layer_met2.png
Scale: 1 px per um.
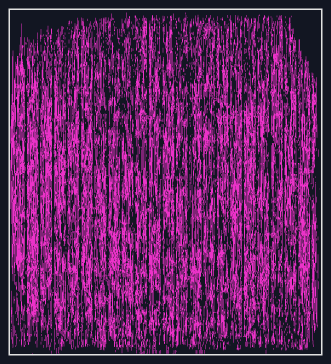
flops_by_reg.png
Scale: 1 px per um.
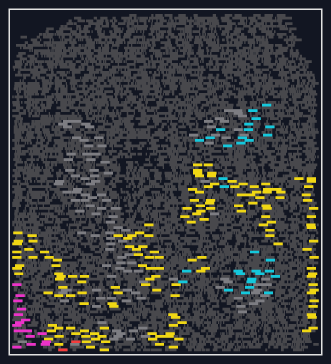
cell_density.png
Scale: 1 px per um. The die is cut into 31 by 34 equal tiles; black is low, pale yellow is high, 0 to 100% covered.
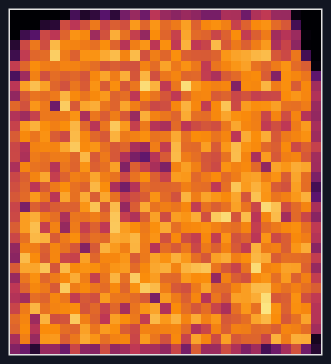
clocks.png
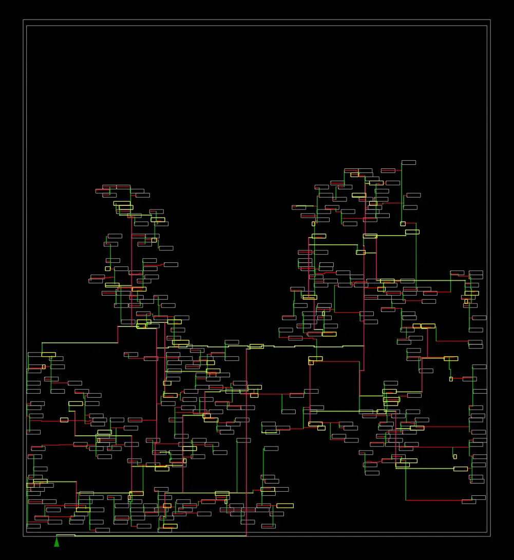
power_grid.png
Scale: 1 px per um. Pins as bars on the die edge.
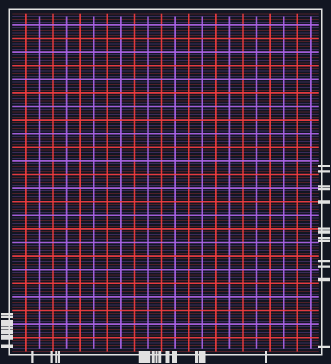
==> src/rtl/biquad_pkg.sv <==
// Shared constants, FSM state type and saturation helper for the biquad cascade.
package biquad_pkg;

  localparam int B0 = 0;
  localparam int B1 = 1;
  localparam int B2 = 2;
  localparam int A1 = 3;
  localparam int A2 = 4;
  localparam int NUM_COEF = 5;

  typedef enum logic [1:0] {
    ST_IDLE = 2'd0,
    ST_RUN  = 2'd1,
    ST_DONE = 2'd2
  } state_e;

  // Guard bits cover the five-term sum of full-scale products.
  function automatic int acc_width(input int w, input int cw);
    return w + cw + 3;
  endfunction

  localparam int ACC_WIDTH_DEFAULT = acc_width(16, 16);

  function automatic logic signed [63:0] saturate(input logic signed [63:0] v,
                                                  input int w,
                                                  output logic clip);
    logic signed [63:0] hi;
    logic signed [63:0] lo;
    hi = (64'sd1 <<< (w - 1)) - 64'sd1;
    lo = -(64'sd1 <<< (w - 1));
    clip = 1'b0;
    saturate = v;
    if (v > hi) begin
      saturate = hi;
      clip = 1'b1;
    end else if (v < lo) begin
      saturate = lo;
      clip = 1'b1;
    end
  endfunction

endpackage

==> src/rtl/biquad_section_dp.sv <==
// Combinational Direct Form I section: MAC, truncating shift, then wrap or clip.
// With BIQUAD_SAT_EN defined the result saturates and a clip indication is produced.
module biquad_section_dp
  import biquad_pkg::*;
#(
  parameter int WIDTH      = 16,
  parameter int COEF_WIDTH = 16,
  parameter int COEF_FRAC  = 14
) (
  input  logic signed [WIDTH-1:0]      x,
  input  logic signed [WIDTH-1:0]      x1,
  input  logic signed [WIDTH-1:0]      x2,
  input  logic signed [WIDTH-1:0]      y1,
  input  logic signed [WIDTH-1:0]      y2,
  input  logic signed [COEF_WIDTH-1:0] b0,
  input  logic signed [COEF_WIDTH-1:0] b1,
  input  logic signed [COEF_WIDTH-1:0] b2,
  input  logic signed [COEF_WIDTH-1:0] a1,
  input  logic signed [COEF_WIDTH-1:0] a2,
  output logic signed [WIDTH-1:0]      y
`ifdef BIQUAD_SAT_EN
  ,
  output logic                         clip
`endif
);

  localparam int ACC_W = acc_width(WIDTH, COEF_WIDTH);

  logic signed [ACC_W-1:0] s_x, s_x1, s_x2, s_y1, s_y2;
  logic signed [ACC_W-1:0] c_b0, c_b1, c_b2, c_a1, c_a2;
  logic signed [ACC_W-1:0] acc;
  logic signed [ACC_W-1:0] shifted;
`ifdef BIQUAD_SAT_EN
  logic signed [63:0] wide;
  logic signed [63:0] clipped;
`endif

  always_comb begin
    s_x  = ACC_W'(x);
    s_x1 = ACC_W'(x1);
    s_x2 = ACC_W'(x2);
    s_y1 = ACC_W'(y1);
    s_y2 = ACC_W'(y2);
    c_b0 = ACC_W'(b0);
    c_b1 = ACC_W'(b1);
    c_b2 = ACC_W'(b2);
    c_a1 = ACC_W'(a1);
    c_a2 = ACC_W'(a2);
    acc = c_b0 * s_x + c_b1 * s_x1 + c_b2 * s_x2 - c_a1 * s_y1 - c_a2 * s_y2;
    shifted = acc >>> COEF_FRAC;
`ifdef BIQUAD_SAT_EN
    clip = 1'b0;
    wide = 64'(shifted);
    clipped = saturate(wide, WIDTH, clip);
    y = WIDTH'(clipped);
`else
    y = WIDTH'(shifted);
`endif
  end

endmodule

==> src/rtl/biquad_cascade.sv <==
// Time-multiplexed cascade of Direct Form I biquads sharing one section datapath.
// Optional BIQUAD_SAT_EN: saturating sections plus a sticky sat_flag output.
module biquad_cascade
  import biquad_pkg::*;
#(
  parameter int WIDTH        = 16,
  parameter int COEF_WIDTH   = 16,
  parameter int COEF_FRAC    = 14,
  parameter int NUM_SECTIONS = 2
) (
  input  logic                  CLK,
  input  logic                  rst_n,
  input  logic                  EN,
  input  logic                  bypass,
  input  logic                  in_valid,
  output logic                  in_ready,
  input  logic [WIDTH-1:0]      x_n,
  output logic [WIDTH-1:0]      y_n,
  output logic                  out_valid,
  input  logic                  coef_we,
  input  logic [5:0]            coef_addr,
  input  logic [COEF_WIDTH-1:0] coef_data,
  input  logic                  clear_state
`ifdef BIQUAD_SAT_EN
  ,
  output logic                  sat_flag
`endif
);

  localparam int NUM_COEFS = NUM_COEF * NUM_SECTIONS;
  localparam int CNT_W     = (NUM_SECTIONS > 1) ? $clog2(NUM_SECTIONS) : 1;
  localparam int CA_W      = $clog2(NUM_COEFS);
  localparam logic [COEF_WIDTH-1:0] COEF_ONE = {{(COEF_WIDTH-1){1'b0}}, 1'b1} << COEF_FRAC;

  state_e state_q, state_d;

  logic [CNT_W-1:0]        cnt_q, cnt_d;
  logic signed [WIDTH-1:0] x_cur_q, x_cur_d;
  logic                    byp_q, byp_d;
  logic [WIDTH-1:0]        y_n_q, y_n_d;
  logic                    out_valid_q, out_valid_d;

  logic signed [COEF_WIDTH-1:0] coef_q [NUM_COEFS];
  logic signed [COEF_WIDTH-1:0] coef_d [NUM_COEFS];
  logic signed [WIDTH-1:0] x1_q [NUM_SECTIONS];
  logic signed [WIDTH-1:0] x1_d [NUM_SECTIONS];
  logic signed [WIDTH-1:0] x2_q [NUM_SECTIONS];
  logic signed [WIDTH-1:0] x2_d [NUM_SECTIONS];
  logic signed [WIDTH-1:0] y1_q [NUM_SECTIONS];
  logic signed [WIDTH-1:0] y1_d [NUM_SECTIONS];
  logic signed [WIDTH-1:0] y2_q [NUM_SECTIONS];
  logic signed [WIDTH-1:0] y2_d [NUM_SECTIONS];

  logic accept, do_clear, coef_wr, step, upd;

  logic [CA_W-1:0]              base;
  logic signed [WIDTH-1:0]      sec_x1, sec_x2, sec_y1, sec_y2, sec_y;
  logic signed [COEF_WIDTH-1:0] sec_b0, sec_b1, sec_b2, sec_a1, sec_a2;

`ifdef BIQUAD_SAT_EN
  logic sec_clip;
  logic sat_flag_q, sat_flag_d;
`endif

  // FSM: state register
  always_ff @(posedge CLK or negedge rst_n) begin
    if (!rst_n) begin
      state_q <= ST_IDLE;
    end else begin
      state_q <= state_d;
    end
  end

  // FSM: next state
  always_comb begin
    state_d = state_q;
    if (EN) begin
      case (state_q)
        ST_IDLE: if (accept) state_d = ST_RUN;
        ST_RUN:  if (cnt_q == CNT_W'(NUM_SECTIONS - 1)) state_d = ST_DONE;
        ST_DONE: state_d = ST_IDLE;
        default: state_d = ST_IDLE;
      endcase
    end
  end

  // FSM: outputs; clear wins over a simultaneous accept
  always_comb begin
    in_ready = (state_q == ST_IDLE) && EN;
    do_clear = in_ready && clear_state;
    accept   = in_ready && in_valid && !clear_state;
    coef_wr  = in_ready && coef_we && (coef_addr < 6'(NUM_COEFS));
    step     = EN && (state_q == ST_RUN);
    upd      = step && !byp_q;
  end

  always_comb begin
    base   = CA_W'(cnt_q) * CA_W'(NUM_COEF);
    sec_x1 = x1_q[cnt_q];
    sec_x2 = x2_q[cnt_q];
    sec_y1 = y1_q[cnt_q];
    sec_y2 = y2_q[cnt_q];
    sec_b0 = coef_q[base + CA_W'(B0)];
    sec_b1 = coef_q[base + CA_W'(B1)];
    sec_b2 = coef_q[base + CA_W'(B2)];
    sec_a1 = coef_q[base + CA_W'(A1)];
    sec_a2 = coef_q[base + CA_W'(A2)];
  end

  biquad_section_dp #(
    .WIDTH      (WIDTH),
    .COEF_WIDTH (COEF_WIDTH),
    .COEF_FRAC  (COEF_FRAC)
  ) u_dp (
    .x    (x_cur_q),
    .x1   (sec_x1),
    .x2   (sec_x2),
    .y1   (sec_y1),
    .y2   (sec_y2),
    .b0   (sec_b0),
    .b1   (sec_b1),
    .b2   (sec_b2),
    .a1   (sec_a1),
    .a2   (sec_a2),
    .y    (sec_y)
`ifdef BIQUAD_SAT_EN
    ,
    .clip (sec_clip)
`endif
  );

  always_comb begin
    cnt_d       = cnt_q;
    x_cur_d     = x_cur_q;
    byp_d       = byp_q;
    y_n_d       = y_n_q;
    out_valid_d = out_valid_q;
    coef_d      = coef_q;
    x1_d        = x1_q;
    x2_d        = x2_q;
    y1_d        = y1_q;
    y2_d        = y2_q;

    if (accept) begin
      cnt_d   = '0;
      x_cur_d = x_n;
      byp_d   = bypass;
    end
    // A bypassed sample rides through RUN unchanged so latency matches.
    if (step) begin
      cnt_d = cnt_q + CNT_W'(1);
      if (!byp_q) x_cur_d = sec_y;
    end
    if (EN) begin
      out_valid_d = (state_q == ST_DONE);
      if (state_q == ST_DONE) y_n_d = x_cur_q;
    end

    if (coef_wr) begin
      for (int i = 0; i < NUM_COEFS; i++) begin
        if (coef_addr == 6'(i)) coef_d[i] = coef_data;
      end
    end

    for (int s = 0; s < NUM_SECTIONS; s++) begin
      if (do_clear) begin
        x1_d[s] = '0;
        x2_d[s] = '0;
        y1_d[s] = '0;
        y2_d[s] = '0;
      end else if (upd && (cnt_q == CNT_W'(s))) begin
        x2_d[s] = x1_q[s];
        x1_d[s] = x_cur_q;
        y2_d[s] = y1_q[s];
        y1_d[s] = sec_y;
      end
    end
  end

  always_ff @(posedge CLK or negedge rst_n) begin
    if (!rst_n) begin
      cnt_q       <= '0;
      x_cur_q     <= '0;
      byp_q       <= 1'b0;
      y_n_q       <= '0;
      out_valid_q <= 1'b0;
      for (int i = 0; i < NUM_COEFS; i++) begin
        coef_q[i] <= ((i % NUM_COEF) == B0) ? COEF_ONE : '0;
      end
      for (int s = 0; s < NUM_SECTIONS; s++) begin
        x1_q[s] <= '0;
        x2_q[s] <= '0;
        y1_q[s] <= '0;
        y2_q[s] <= '0;
      end
    end else begin
      cnt_q       <= cnt_d;
      x_cur_q     <= x_cur_d;
      byp_q       <= byp_d;
      y_n_q       <= y_n_d;
      out_valid_q <= out_valid_d;
      coef_q      <= coef_d;
      x1_q        <= x1_d;
      x2_q        <= x2_d;
      y1_q        <= y1_d;
      y2_q        <= y2_d;
    end
  end

`ifdef BIQUAD_SAT_EN
  always_comb begin
    sat_flag_d = sat_flag_q | (upd & sec_clip);
  end

  always_ff @(posedge CLK or negedge rst_n) begin
    if (!rst_n) begin
      sat_flag_q <= 1'b0;
    end else begin
      sat_flag_q <= sat_flag_d;
    end
  end

  assign sat_flag = sat_flag_q;
`endif

  assign y_n       = y_n_q;
  assign out_valid = out_valid_q;

endmodule

==> config.mk <==
export PLATFORM = sky130hd
export DESIGN_NAME = biquad_cascade
export DESIGN_NICKNAME = d
export VERILOG_FILES = /design/src/rtl/biquad_pkg.sv /design/src/rtl/biquad_section_dp.sv /design/src/rtl/biquad_cascade.sv
export SDC_FILE = /design/constraint.sdc
export NUM_CORES = 2
export LEC_CHECK = 0
export CAP_MARGIN = 20
export CORE_AREA = 2 2 309 342
export CTS_CLUSTER_DIAMETER = 100
export DETAILED_ROUTE_END_ITERATION = 8
export DIE_AREA = 0 0 311 344
export PLACE_DENSITY_LB_ADDON = 0.05
export SLEW_MARGIN = 40
export SYNTH_ARGS = -nofsm -noshare
export SYNTH_HDL_FRONTEND = slang
export SYNTH_HIERARCHICAL = 1
export SYNTH_SLANG_ARGS = --single-unit
export TNS_END_PERCENT = 10
==> constraint.sdc <==
create_clock -name CLK -period 9.45 [get_ports CLK]
set_clock_uncertainty 0.05 [all_clocks]
set_input_delay 2.835 -clock CLK [delete_from_list [all_inputs] [get_ports CLK]]
set_output_delay 2.835 -clock CLK [all_outputs]
set_load 0.01 [all_outputs]
==> CHANGELOG.md <==
### Changed

- Worst path top cell family by delay: adder cells
- Synth area leader: fa_1
- Layout area overhead: 13.0%
- Rows: 124
- CTS max path bufs: 3
- Max-area cell share: 47.1%
- Worst Setup EP: x_cur_q[14]
- Fillers: 8438
- CTS tree: built
- Stages on the worst setup path: 34
- Clock buffer count from CTS: 40
- Yosys cell types: 55
- Synth Cell Area: 61800 um^2
- Max incr delay on CP: 570 ps
- Synth Area in Compound Gates: 3.10%
- Die Wd: 311 um
- 1st-iter DRT viols: 3273
- Fin. Hold Viols: 0
- Clk slew on worst S/H paths: 70 ps
- Setup violators final: 4
- Syn Inst Count: 6166
- Largest net degree at the start of global routing: 100
- Biggest area cells: fa_1, dfrtp_1, inv_1, and2_1, mux2_2
- Reg2Reg Setup Slack: -50 ps
- CP Max Fanout: 12
- Hold buffer count at CTS: 0
- Slowest-stage cell, CP: fa_1
- Syn Area/Cell: 10.0 um^2
- Yosys Warn Count: 6
- Crit path buffers/inverters: 12
- Post-synth ARST share: 100%
- Setup Buffers After CTS: 12
- Antenna Violating Nets Remaining: 0
- Yosys reg bits: 325
- Yosys chip area: 61800 um^2
- Type of the tightest min-delay check: register to register
- Tot GR Track Use: 36.2%
- TNS Setup: -132 ps
- Dpl hpwl: 159000 um
- Worst setup margin: -54.8 ps
- Cell count after placement: 7810
- CTS resizes: 84
- IO buf count: 62
- Xor-xnor portion of the synthesized cell area: 1.49%
- First-pass GRT wire length: 289000 um
- Dominant combinational family: adder cells
- Vias in the first global route: 48283
- Crit path top cell by count: fa_1
- Die Ht: 344 um
- Max Clk Rate: 105 MHz
- Final nets: 8278
- First-pass DRT Iterations: 6
- Wire length per cell: 23.6 um
- Vias: 43923
- Crit Path Category: register to register
- Startpoint Class: register
- Slew Viols, Final: 0
- Critical Path RT: 9920 ps
- Final GP Congestion: 0.951
- Status: complete, but fails checks
- Simple Share, Synth: 12.3%
- Worst r2r src: cnt_q
- Crit. End Element: register
- Clock Tree Root: clkbuf_16
- IO Pins: 63
- Initial antenna violation count: 10
- Pre-Place Util: 59.8%
- Finished Layout Cells: 7925
- Post-synth seq share: 13.2%
- Synth top cell by count: inv_1
- Routed wire length: 187000 um
- Minimum clock period: 9500 ps
- Final worst-path cycle share: 101%
- Total core area: 103000 um^2
- Failing checks: setup timing
- Vias per cell: 5.54
- # DRC: 0
About layer_met2.png:
main direction: vertical
longest straight run: 127 um
wire length on this layer: 89.7 mm
share of all routed wire: 48%
nets with wire on the layer: 7200

About flops_by_reg.png:
[x2_q] cyan | flops: 32
[y_n] magenta | flops: 16 | where: bottom left
[state_q] red | flops: 2
[coef_q] yellow | flops: 160
Util after Layout: 67.5%
register area: 8140 um^2

About cell_density.png:
nearly empty tiles: 1.9%
fullest tile: 94%
tiles over 75% full: 25%
mean over tiles: 64%

About clocks.png:
clkbuf count: 56
CTS Sinks: 325
Late-Pin Clk Latency: 630 ps

About power_grid.png:
[VDD] purple
[VSS] red
met1 rails: 125
signal pins: 63

-- how the worst min path moves through the flow --
| stage | from | to | slack (ps) | cells after the start |
|---|---|---|---|---|
| 3_5_place_dp | coef_q[19] | coef_q[19] | 440 | 1 |
| 6_report | coef_q[155] | coef_q[155] | 450 | 1 |
| 5_1_grt | coef_q[112] | coef_q[112] | 460 | 1 |
| 2_1_floorplan | coef_q[57] | coef_q[57] | 420 | 1 |
| 3_3_place_gp | coef_q[61] | coef_q[61] | 430 | 1 |
| 4_1_cts | coef_q[19] | coef_q[19] | 450 | 1 |
-- per-layer routing --
metal / track usage [%] / vias up / part of all wire [%]
met1: 48.0 / 23176 / 40
met3: 5.96 / 431 / 7.4
met2: 60.0 / 1674 / 48
met4: 14.7 / 4 / 5.0
li1: - / 18638 / -
met5: 0 / - / 0.017
-- state kept, by name, indices dropped and copies added (netlist names) --
register and flops:
cnt_q 1, y_n 16, x_cur_q 16, coef_q 160, out_valid 1, x2_q 32
state_q 2, byp_q 1, y1_q 32, y2_q 32, x1_q 32
-- area by class of cell --
type / count / area [um^2] / share of cell area [%]
sequential: 325 / 8140 / 11.7
clock buffer: 56 / 1180 / 1.69
tap: 1386 / 1730 / 2.48
timing repair buffer: 581 / 5380 / 7.70
inverter: 1549 / 5820 / 8.34
multi-input combinational: 4001 / 47300 / 67.7
antenna: 9 / 22.5 / 0.0323
clock inverter: 18 / 264 / 0.378
-- per-stage QoR --
| step | area [um^2] | setup slack [ps] | util [%] |
|---|---|---|---|
| global placement | 67300 | -557 | 65.1 |
| floorplan | 61800 | 49.3 | - |
| detailed placement | 67300 | -627 | 65.1 |
| CTS | 69300 | -10.1 | 67.1 |
| global route | 69800 | -291 | 67.5 |
| finish | 69800 | -54.8 | 67.5 |
